$ cat src/rtl/keypad_pkg.sv
// Shared constants, types and helpers for the 4x4 keypad scanner.
package keypad_pkg;

    localparam int unsigned NUM_ROWS = 4;
    localparam int unsigned NUM_COLS = 4;
    localparam int unsigned KEY_W    = NUM_ROWS * NUM_COLS;

    localparam logic [NUM_ROWS-1:0] ROW_IDLE = 4'b1110;

    typedef logic [1:0] row_idx_t;

    // Width needed to hold a population count of a full key frame.
    localparam int unsigned POP_W = $clog2(KEY_W + 1);

    function automatic logic [POP_W-1:0] popcount(input logic [KEY_W-1:0] v);
        logic [POP_W-1:0] n;
        n = '0;
        for (int unsigned i = 0; i < KEY_W; i++) begin
            n = n + POP_W'(v[i]);
        end
        return n;
    endfunction

    function automatic logic at_most_one(input logic [KEY_W-1:0] v);
        return popcount(v) <= POP_W'(1);
    endfunction

endpackage

$ cat src/rtl/keypad_debounce.sv
// Frame-level debouncer: a frame commits once it has been seen DEBOUNCE_SCANS
// consecutive times and holds at most one pressed key.
module keypad_debounce
    import keypad_pkg::*;
#(
    parameter int unsigned DEBOUNCE_SCANS = 3
) (
    input  logic             clk,
    input  logic             rst,
    input  logic [KEY_W-1:0] frame,
    input  logic             frame_done,
    output logic             commit
);

    localparam int unsigned CNT_W = (DEBOUNCE_SCANS > 1) ? $clog2(DEBOUNCE_SCANS) : 1;
    localparam logic [CNT_W-1:0] CNT_MAX = CNT_W'(DEBOUNCE_SCANS - 1);

    logic [KEY_W-1:0] r_last_frame;
    logic [CNT_W-1:0] r_stable_cnt;
    logic             w_single;
    logic [CNT_W-1:0] w_cnt_next;

    // A changed frame is the first of a run, so it commits only when one frame suffices.
    always_comb begin
        w_single = at_most_one(frame);
        if (!w_single || (frame != r_last_frame)) begin
            w_cnt_next = '0;
        end else if (r_stable_cnt == CNT_MAX) begin
            w_cnt_next = CNT_MAX;
        end else begin
            w_cnt_next = r_stable_cnt + CNT_W'(1);
        end
        commit = frame_done && w_single && (w_cnt_next == CNT_MAX);
    end

    always_ff @(posedge clk or posedge rst) begin
        if (rst) begin
            r_last_frame <= '0;
            r_stable_cnt <= '0;
        end else if (frame_done) begin
            r_last_frame <= frame;
            r_stable_cnt <= w_cnt_next;
        end
    end

endmodule

$ cat src/rtl/keypad_scan.sv
// 4x4 keypad row scanner producing a held one-hot key code.
// Define KEYPAD_DEBOUNCE_EN to require repeated identical frames before commit.
module keypad_scan
    import keypad_pkg::*;
#(
    parameter int unsigned CLK_DIV        = 50000,
    parameter int unsigned DEBOUNCE_SCANS = 3
) (
    input  logic                clk,
    input  logic                rst,
    input  logic [NUM_COLS-1:0] col,
    output logic [NUM_ROWS-1:0] row,
    output logic [KEY_W-1:0]    onehot,
    output logic                valid
);

    localparam int unsigned DIV_W = (CLK_DIV > 1) ? $clog2(CLK_DIV) : 1;

    if (CLK_DIV < 3 || DEBOUNCE_SCANS < 1) begin : g_bad_param
        $error("keypad_scan: CLK_DIV must be >= 3 and DEBOUNCE_SCANS >= 1");
    end

    logic [NUM_COLS-1:0] r_col_s1;
    logic [NUM_COLS-1:0] r_col_s2;
    logic [DIV_W-1:0]    r_div;
    row_idx_t            r_row_idx;
    logic [NUM_ROWS-1:0] r_row;
    logic [KEY_W-1:0]    r_frame;
    logic [KEY_W-1:0]    r_onehot;
    logic                r_valid;

    logic                w_tick;
    logic                w_frame_done;
    logic                w_commit;
    logic [KEY_W-1:0]    w_frame;

    // w_frame already contains the row being sampled this tick, so a completed
    // frame is judged on the same clock as its last row sample.
    always_comb begin
        w_tick       = (r_div == DIV_W'(CLK_DIV - 1));
        w_frame_done = w_tick && (r_row_idx == row_idx_t'(NUM_ROWS - 1));
        w_frame      = r_frame;
        w_frame[NUM_COLS*r_row_idx +: NUM_COLS] = ~r_col_s2;
    end

    always_ff @(posedge clk or posedge rst) begin
        if (rst) begin
            r_col_s1 <= '1;
            r_col_s2 <= '1;
        end else begin
            r_col_s1 <= col;
            r_col_s2 <= r_col_s1;
        end
    end

    always_ff @(posedge clk or posedge rst) begin
        if (rst) begin
            r_div     <= '0;
            r_row_idx <= '0;
            r_row     <= ROW_IDLE;
            r_frame   <= '0;
        end else if (w_tick) begin
            r_div     <= '0;
            r_row_idx <= r_row_idx + row_idx_t'(1);
            r_row     <= {r_row[NUM_ROWS-2:0], r_row[NUM_ROWS-1]};
            r_frame   <= w_frame;
        end else begin
            r_div     <= r_div + DIV_W'(1);
        end
    end

`ifdef KEYPAD_DEBOUNCE_EN
    keypad_debounce #(
        .DEBOUNCE_SCANS(DEBOUNCE_SCANS)
    ) u_debounce (
        .clk        (clk),
        .rst        (rst),
        .frame      (w_frame),
        .frame_done (w_frame_done),
        .commit     (w_commit)
    );
`else
    assign w_commit = w_frame_done && at_most_one(w_frame);
`endif

    always_ff @(posedge clk or posedge rst) begin
        if (rst) begin
            r_onehot <= '0;
            r_valid  <= 1'b0;
        end else begin
            r_valid <= 1'b0;
            if (w_commit && (w_frame != r_onehot)) begin
                r_onehot <= w_frame;
                r_valid  <= 1'b1;
            end
        end
    end

    assign row    = r_row;
    assign onehot = r_onehot;
    assign valid  = r_valid;

endmodule

$ cat config.mk
export PLATFORM = sky130hd
export DESIGN_NAME = keypad_scan
export DESIGN_NICKNAME = d
export VERILOG_FILES = /design/src/rtl/keypad_pkg.sv /design/src/rtl/keypad_debounce.sv /design/src/rtl/keypad_scan.sv
export SDC_FILE = /design/constraint.sdc
export NUM_CORES = 1
export LEC_CHECK = 0
export CORE_MARGIN = 2
export CORE_UTILIZATION = 25
export DETAILED_ROUTE_END_ITERATION = 8
export PLACE_DENSITY = 0.52
export SLEW_MARGIN = 20
export SYNTH_ARGS = -nofsm -noshare
export SYNTH_HDL_FRONTEND = slang
export SYNTH_SLANG_ARGS = --single-unit
$ cat constraint.sdc
create_clock -name clk -period 14.7 [get_ports clk]
set_input_delay 4.41 -clock clk [delete_from_list [all_inputs] [get_ports clk]]
set_output_delay 4.41 -clock clk [all_outputs]
set_load 0.01 [all_outputs]
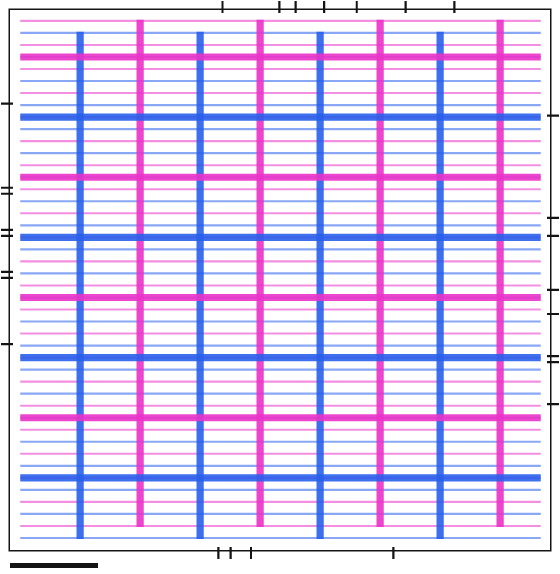
*Power grid, run 1*
Scale bar: 20 microns. Pins as bars on the die edge.
- VDD: magenta
- VSS: blue
- met4 straps: 8
- rows: 43

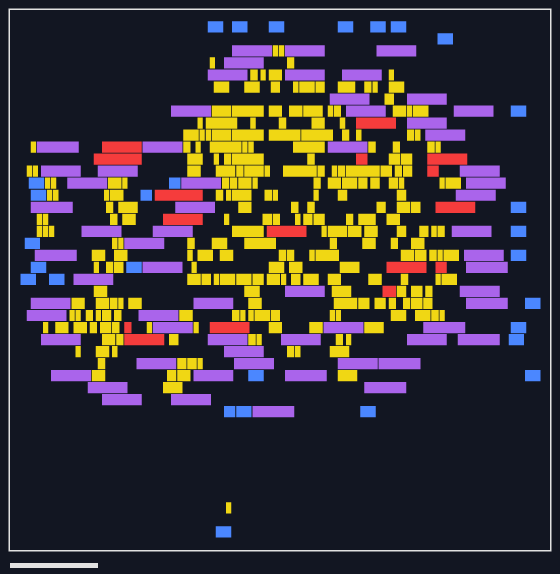
*Cell classes on the final placement, run 1*
Scale bar: 20 microns.
- other buffers and delay cells: blue (cells 29; share of their area 7.0%)
- clock drivers and dummy loads: red (cells 16; share of their area 8.0%)
- flops: purple (cells 63; share of their area 40%)
- combinational and other logic: yellow (cells 257; share of their area 45%)

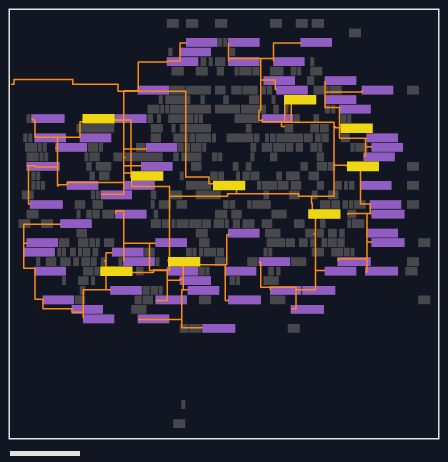
*Clock wires, drivers and flops, run 1*
Scale bar: 20 microns.
- clock wires: orange (length 918 microns)
- flip-flops: purple (count 63)
- clock drivers: yellow (count 9)
- routed clock nets: 10

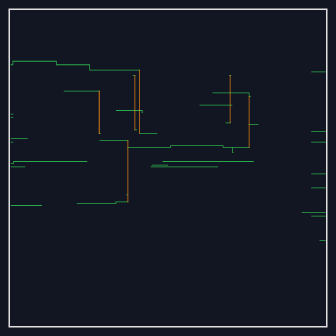
*Routed metal, one color a layer, run 1*
Two of the layers only.
- metal 4: orange (wire length 124 microns)
- metal 3: green (wire length 367 microns)

==> flow_summary.toml, run 1 <==
# physical design summary
[clocking]
number_of_buffers_added_by_the_clock_tree_synthesis_step = 9
clock_sink_count = 63
post_cts.repair.setup_buffers = 0
cts_root_buf = "clkbuf_16"
clock_path_buffers = 2
cts_hold_buf = 0
post_cts_resized = 0

[flow_run]
openroad.warnings = 31
max_cap_violations = 0

[power_and_ir_drop]
p_leak_nw = 1.73
intPower_uw = 328
fraction_of_power_consumed_by_combinational_cells = 0.028
clkPwrFrac = 0.548

[global_route]
grt.total_usage = 0.127
first_pass_grt_wire_length_mm = 14.4
antenna_found_initial = 0
via_count_of_the_first_global_routing_pass = 2720

[layout]
area_growth_syn_to_layout_pct = 21.8
non_clock_buffer_count = 29
clockBufferCount = 9
proportion_of_cell_area_occupied_by_registers = 0.374
clock_area_frac = 0.0757
ff_latch_area_sq_mm = 0.00159
nNonClkInverters = 27
final_net_count = 387
antennaDiodeCount = 0
num-multi-input-gates = 230
mi_logic_area_sq_mm = 0.00173
comb-cell-share = 0.407
largest_cell_class = "logic gates"
fin_util = 0.309
post_route_cells_drive_above_1_share = 0.118

[final_timing]
slew-limit-headroom = 0.478
fin_worst_skew_ns = 0.00823
tightest_slew_ns = 0.783
timing.final.setup_violations = 0
finalCritPeriodShare = 0.459
timing.fmax_ghz = 0.148
rsz0062_at_grt = "false"
final_period_minus_worst_setup_slack_ns = 6.75
setup_tns_final_ns = 0

[logic_synthesis]
ys.flops = 63
synthDominantAreaCellType = "dfrtp_1"
ys_area_sq_mm = 0.00349
postSynth.topFlopCell = "dfrtp_1"
mappedNetlistArea_sq_mm = 0.00349
seq_area_frac_synth = 0.456
yosys-top-cells-area = "dfrtp_1, dfstp_2, fa_1"
synth-edff-count = 0
compound_cell_area_share_of_the_yosys_netlist = 0.101
muxShareOfSynthArea = 0.0491
netlist-cell-type-count = 50

[critical_path]
critical_path_capture_point = "onehot[3]"
critical-path-top-delay-family = "adder cells"
timing.rr.start = "r_row_idx[0]"
critPathMaxStageDelay_ns = 0.65
worstSetupPathType = "register to register"
critical_path_peak_fanout = 16
setup.worst_path.start = "r_row_idx[0]"
cp.buffers_inverters = 2
critical-path-slowest-cell = "a31oi_4"
cp_data_required_time_ns = 14.92
critical-path-top-cell-by-count = "fa_1"
worstRegToRegCells = 15
worst_ep_arrival_time_ns = 6.96
rrSetupSlack_ns = 7.95
critical_path.cell_chain = "inv_1 -> ha_1 -> nor4b_1 -> o21ai_0 -> fa_1 -> fa_1 -> fa_1 -> fa_1 -> inv_1 -> ha_1 -> fa_1 -> nor4b_1 -> nand3_1 -> a31oi_4 -> mux2_2"
nature_of_the_critical_path_endpoint = "register"
worst_r2r_endpoint = "onehot[3]"

[floorplan]
core.rowCount = 43
io-pin-count = 27
initCoreUtil = 0.253
die_y_microns = 122
chip_area_sq_mm = 0.0149
floorplan.die.width_microns = 122

[route]
drc = 0
avgRoutedWirePerCell_microns = 15.0
via_per_inst = 4.54
drt-initial-drc-count = 117
top_layer_used = "met4"
wl_mm = 8.16
detailroute.wirelength.met3_microns = 366
drt_first_pass_iters = 4
detailroute.wirelength.met2_mm = 3.83
drt-met1-wl_mm = 3.84

[placement]
gpl.final_weighted_congestion = 0.844
port_buffers = 26

[hold_path]
timing.hold.worst_endpoint = "r_col_s2[1]"

[run_status]
status = "complete, no violations"
-- run 1: stage by stage --
stage	setup WS, ns	instance area, sq um	cells	total power, mW	hold slack [ns]
after floorplan	8.74	3490	334	0.187	0.345
after global placement	8.28	3930	529	0.191	0.348
after detailed placement	7.96	3930	529	0.192	0.347
after CTS	7.95	4250	545	0.423	0.359
after global routing	7.48	4250	545	0.435	0.362
final	7.95	4250	545	0.416	0.357
-- run 1: placed cells by master, fill, tap and decap left out, types with 11 or more instances in the layout --
| master | synthesis | routed |
|---|---|---|
| dfstp_2 | 11 | 11 |
| mux2i_1 | 16 | 16 |
| nor2_1 | 11 | 11 |
| clkdlybuf4s50_1 | 0 | 26 |
| a21oi_1 | 11 | 11 |
| dfrtp_1 | 52 | 52 |
| inv_1 | 27 | 26 |
| nand3_1 | 12 | 12 |
| nand2_1 | 38 | 38 |
| ha_1 | 11 | 11 |
| xnor2_1 | 17 | 17 |
| o21ai_0 | 24 | 24 |
-- run 1: power groups by stage --
stage	combinational (mW)	sequential [mW]	clock, mW
finish	0.0116	0.177	0.228
global route	0.0137	0.177	0.245
CTS	0.0122	0.177	0.235
detailed placement	0.0121	0.180	0
global placement	0.0119	0.180	0
floorplan	0.00794	0.179	0
-- run 1: synth_stat cells, drive strengths merged (8+ instances only) --
cell	count
ha	11
nor2b	10
xnor2	17
nand3	12
dfstp	11
nand2	38
nor4b	8
buf	8
mux2i	16
a21oi	11
xor2	9
o21ai	24
fa	10
nor2	11
dfrtp	52
inv	27
-- run 1: routing by layer --
metal / track usage / vias to the layer above
li1: - / 1200
met1: 0.166 / 1215
met2: 0.200 / 42
met3: 0.0407 / 15
met4: 0.0431 / 0
met5: 0 / -
### Cell placement, run 1

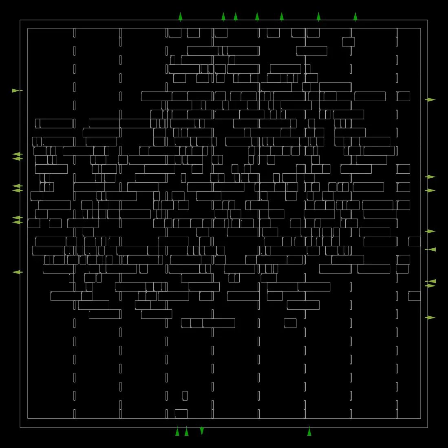

==> run 2: changes to the inputs <==
PLACE_DENSITY = 0.53   (was 0.52)
clock period = 5.8 ns   (was 14.7 ns; I/O delays follow)
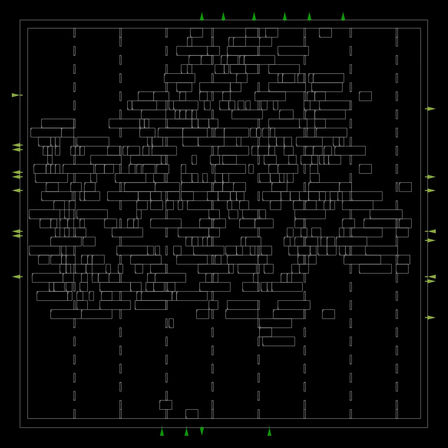
*Cell placement, run 2*
TAP cells: 180
registers: 63
proportion of cell area occupied by registers: 0.364

==> run 2 against run 1 <==
  * Largest power group unchanged
  * Non-clock buffer count is 15 higher
  * Combinational power went up to 2.6 times the previous value
  * Synthesized cell count stayed put
  * Via count is 3.4% higher
  * Maximum frequency is 23% higher
  * Hold slack worse by 0.0014 ns
  * Sequential power went up to 2.5 times the previous value
  * Sequential share of layout area is 1.0 points lower
  * Synthesized area stayed put
  * Critical path type unchanged
==> flow_summary.toml, run 2 <==
# physical design summary
[route]
wl_mm = 8.44
drt_first_pass_iters = 4
drc = 0
drt-initial-drc-count = 107
avgRoutedWirePerCell_microns = 15.1
via_per_inst = 4.56

[layout]
antennaDiodeCount = 0
nNonClkInverters = 27
largest_cell_class = "logic gates"
final_net_count = 402
area_growth_syn_to_layout_pct = 25.1
fin_util = 0.317
final_cell_mix = "dfrtp_1, nand2_1, inv_1, clkdlybuf4s50_1, o21ai_0"
non_clock_buffer_count = 44
clockBufferCount = 10
comb-cell-share = 0.398
mi_logic_area_sq_mm = 0.00174
ff_latch_area_sq_mm = 0.00159
stdcell_count = 560
num-multi-input-gates = 230
clock_area_frac = 0.0722

[critical_path]
worst_ep_arrival_time_ns = 5.74
critical_path_peak_fanout = 8
nature_of_the_critical_path_endpoint = "register"
critPathMaxStageDelay_ns = 0.55
worstSetupPathType = "register to register"
critical-path-slowest-cell = "fa_1"
worstRegToRegCells = 17
critical_path.cell_chain = "inv_1 -> ha_1 -> buf_4 -> o41ai_2 -> inv_1 -> fa_1 -> fa_1 -> fa_1 -> fa_1 -> inv_1 -> ha_1 -> fa_1 -> nor4b_1 -> nand3_1 -> a31oi_4 -> buf_4 -> mux2i_1"
cp.buffers_inverters = 5
cp_data_required_time_ns = 6.04
critical-path-top-cell-by-count = "fa_1"

[floorplan]
core.rowCount = 43
io-pin-count = 27
chip_area_sq_mm = 0.0149
die_y_microns = 122

[power_and_ir_drop]
totalPowerFinal_mw = 1.05
p_leak_nw = 1.81

[logic_synthesis]
compound_cell_area_share_of_the_yosys_netlist = 0.101
postSynth.topFlopCell = "dfrtp_1"
synthDominantAreaCellType = "dfrtp_1"
seq_area_frac_synth = 0.456
mappedNetlistArea_sq_mm = 0.00349
synth-edff-count = 0
ys_top_cells_by_count = "dfrtp_1, nand2_1, inv_1"
ys_area_sq_mm = 0.00349
most_common_cell = "dfrtp_1"
netlist-cell-type-count = 50
share_of_synthesized_cell_area_in_and_or_nand_and_nor_gates = 0.184

[final_timing]
fin_worst_skew_ns = 0.0104
final_period_minus_worst_setup_slack_ns = 5.50
slew-limit-headroom = 0.561
timing.final.setup_violations = 0
rsz0062_at_grt = "false"
timing.hold.ws_ns = 0.356
setup_tns_final_ns = 0
tightest_slew_ns = 0.657
timing.fmax_ghz = 0.182
finalCritPeriodShare = 0.949
layout_setup_ws_ns = 0.297

[clocking]
cts_root_buf = "clkbuf_16"
clock_path_buffers = 2
clock_sink_count = 63

[placement]
gpl.final_weighted_congestion = 0.861
dp_cells = 544
port_buffers = 26
dp_worst_setup_slack_ns = 0.208
place_area_sq_mm = 0.00404

[run_status]
status = "complete, no violations"

[flow_run]
max_cap_violations = 0

[global_route]
first_pass_grt_wire_length_mm = 14.4
antenna_found_initial = 0
grt.total_usage = 0.126
[run 2: cell counts after synthesis]
No cell type changed its count.
[run 2: path summary, 6_finish.rpt]
kind | start | endpoint | slack [ns]
setup / recovery | r_row_idx[0] | onehot[14] | 0.30
min in group asynchronous | rst | r_div[5] | 1.84
hold / removal | r_col_s1[1] | r_col_s2[1] | 0.36
setup reg to reg | r_row_idx[0] | onehot[14] | 0.30
max in group asynchronous | rst | r_col_s2[0] | 3.03
hold reg to reg | r_col_s1[1] | r_col_s2[1] | 0.36
[run 2: kinds of logic (layout without fill, tap and decap cells)]
kind of cell	after synthesis	after routing
compound gates	56	56
xor+xnor	26	26
flops	63	63
simple gates	110	110
fa+ha+maj	21	21
buf+inv	41	87
mux	17	17
[run 2: routing by layer]
| layer | GRT usage | routed length, microns | share of wire | vias up |
|---|---|---|---|---|
| li1 | - | - | - | 1232 |
| met1 | 0.168 | 4080 | 0.48 | 1257 |
| met2 | 0.192 | 3710 | 0.44 | 48 |
| met3 | 0.0407 | 429 | 0.051 | 18 |
| met4 | 0.0453 | 225 | 0.027 | 0 |
| met5 | 0 | 0 | 0 | - |
[run 2: power breakdown]
part / total [mW] / switching [mW] / internal, mW
logic: 0.0304 / 0.0192 / 0.0111
registers: 0.448 / 0.00265 / 0.445
clock network: 0.568 / 0.193 / 0.375
total: 1.05 / 0.215 / 0.831
[run 2: repair_timing]
action	4_1_cts	5_1_grt
gates resized	0	2
hold endpoints to repair	0	0
setup endpoints to repair	0	13
buffers inserted	0	0
### Power grid, run 2

Scale bar: 20 microns. Pins as bars on the die edge.
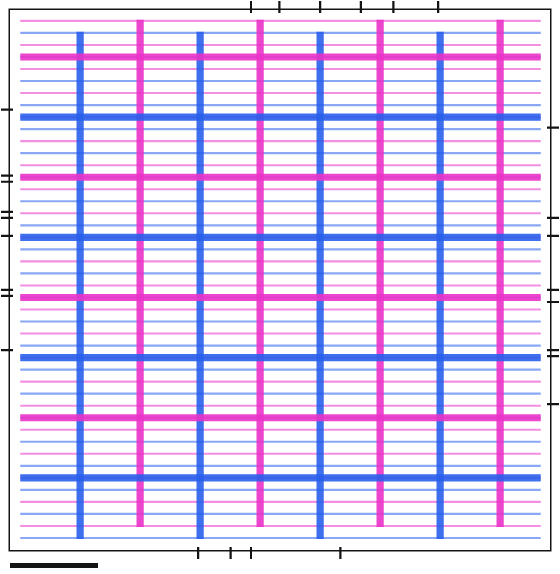

==> run 3: changes to the inputs <==
ABC_AREA = 1   (was default)
TNS_END_PERCENT = 5   (was default)
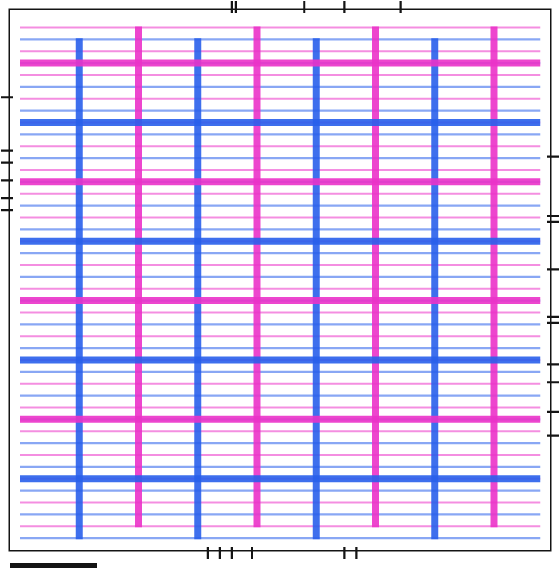
*Power grid, run 3*
Scale bar: 20 microns. Pins as bars on the die edge.
- VSS: blue
- VDD: magenta
- met4 straps: 8
- met1 rails: 44
- met5 straps: 8
- rows: 43
- signal pins: 27
DIE HEIGHT: 124 microns
Die X: 124 microns
worst IR drop on VDD: 0.000101 V
area of the core region: 0.0139 sq mm

==> run 3 against run 2 <==
  * Global-route usage decreased by 0.89 points
  * Largest cell class unchanged
  * Largest power group unchanged
  * Die area increased by 2.5%
  * Critical path type unchanged
  * Clock-buffer cell count increased by 4
  * Core utilization decreased by 0.38 points
==> flow_summary.toml, run 3 <==
# physical design summary
[run_status]
status = "complete, no violations"

[layout]
final_cell_mix = "nand2_1, inv_1, dfrtp_1"
antennaDiodeCount = 0
fin_util = 0.313
area_growth_syn_to_layout_pct = 21.9

[final_timing]
rsz0062_at_grt = "false"
setup_tns_final_ns = 0
timing.final.setup_violations = 0
finalCritPeriodShare = 0.944
timing.fmax_ghz = 0.183
slew-limit-headroom = 0.433
fin_worst_skew_ns = 0.00812

[power_and_ir_drop]
sequentialPowerShare = 0.424
netSwitchingFraction = 0.198
power_dissipated_in_the_clock_network_uw = 577
clkPwrFrac = 0.547
logic_power_comb_uw = 31.1
power_switching_uw = 209
seq_cell_power_uw = 447
p_leak_nw = 2.07

[global_route]
first_pass_grt_wire_length_mm = 13.6
antenna_found_initial = 0

[critical_path]
setup.worst_path.start = "r_row_idx[0]"
critical_path.cell_chain = "inv_2 -> ha_1 -> inv_1 -> nor2_2 -> nand3_1 -> nand2_1 -> inv_1 -> fa_1 -> fa_1 -> fa_1 -> fa_1 -> inv_1 -> ha_1 -> fa_1 -> nor4_1 -> o21ai_0 -> a211oi_4 -> buf_4 -> nand3_1 -> nand2_1"
worst_r2r_endpoint = "onehot[3]"
nature_of_the_critical_path_endpoint = "register"
critical-path-slowest-cell = "fa_1"
critical-path-top-cell-by-count = "fa_1"
worstRegToRegCells = 20
critPathMaxStageDelay_ns = 0.56
timing.rr.start = "r_row_idx[0]"
rrSetupSlack_ns = 0.33
cp.buffers_inverters = 5

[route]
drc = 0
wl_mm = 8.15
drt-initial-drc-count = 158
avgRoutedWirePerCell_microns = 12.3
drt_first_pass_iters = 4
via_per_inst = 4.36

[clocking]
clock_sink_count = 63
cts_root_buf = "clkbuf_16"

[logic_synthesis]
most_common_cell = "nand2_1"
ys_top_cells_by_count = "nand2_1, inv_1, dfrtp_1"
ys_area_sq_mm = 0.00358
seq_area_frac_synth = 0.444
synth-edff-count = 0

[floorplan]
chip_area_sq_mm = 0.0153
core.rowCount = 43

[flow_run]
max_cap_violations = 0

[placement]
port_buffers = 26
place_area_sq_mm = 0.00404

[hold_path]
hold_start = "r_col_s1[2]"
timing.hold.worst_endpoint = "r_col_s2[2]"
[run 3: netlist changes by cell type in the layout (fill, tap and decap cells not counted), moves of 8 or more]
cell     previous run  this run
a21oi_1            11         3
buf_4              18         3
inv_1              26        69
mux2i_1            16         0
nand2_1            38       140
nand3_1            12        42
nor2_1             11        29
nor2b_1            10         0
xnor2_1            17         2
[run 3: final cells by class]
cell class / instances / area [sq um] / share of cell area
clock inverters: 2 / 35.0 / 0.00803
flip-flops and latches: 63 / 1590 / 0.365
clock buffers: 14 / 294 / 0.0674
repair buffers: 29 / 283 / 0.0648
multi-input cells: 303 / 1670 / 0.383
inverters: 71 / 267 / 0.0610
well taps: 180 / 225 / 0.0516
[run 3: per-layer routing]
layer  part of all wire  up-vias  track usage  wire length [microns]
met2               0.45       68        0.179                   3640
li1                   -     1444            -                      -
met4              0.028        0       0.0597                    232
met1               0.47     1351        0.158                   3860
met3              0.051       23       0.0243                    415
met5                  0        -            0                      0
[run 3: logic make-up (layout without fill, tap and decap cells)]
| group | count (synthesis) | after routing | synth area share |
|---|---|---|---|
| AOI/OAI and AO/OA | 31 | 31 | 0.0503 |
| xor gates and xnor gates | 10 | 10 | 0.0245 |
| adders and majority gates | 21 | 21 | 0.0943 |
| buffers and inverters | 79 | 116 | 0.0894 |
| DFF | 63 | 63 | 0.444 |
| and+or+nand+nor | 241 | 241 | 0.297 |
[run 3: what timing repair did]
item	CTS	global route
hold endpoints to repair	0	0
endpoints found under the setup margin	0	16
buffers inserted	0	0
resized	0	1
[run 3: metrics by stage]
stage | cells | worst slack (ns)
floorplan | 445 | 0.557
global placement | 646 | 0.349
CTS | 662 | 0.248
global route | 662 | 0.0109
finish | 662 | 0.326
detailed placement | 646 | 0.277
Power and IR drop assume default switching activity.
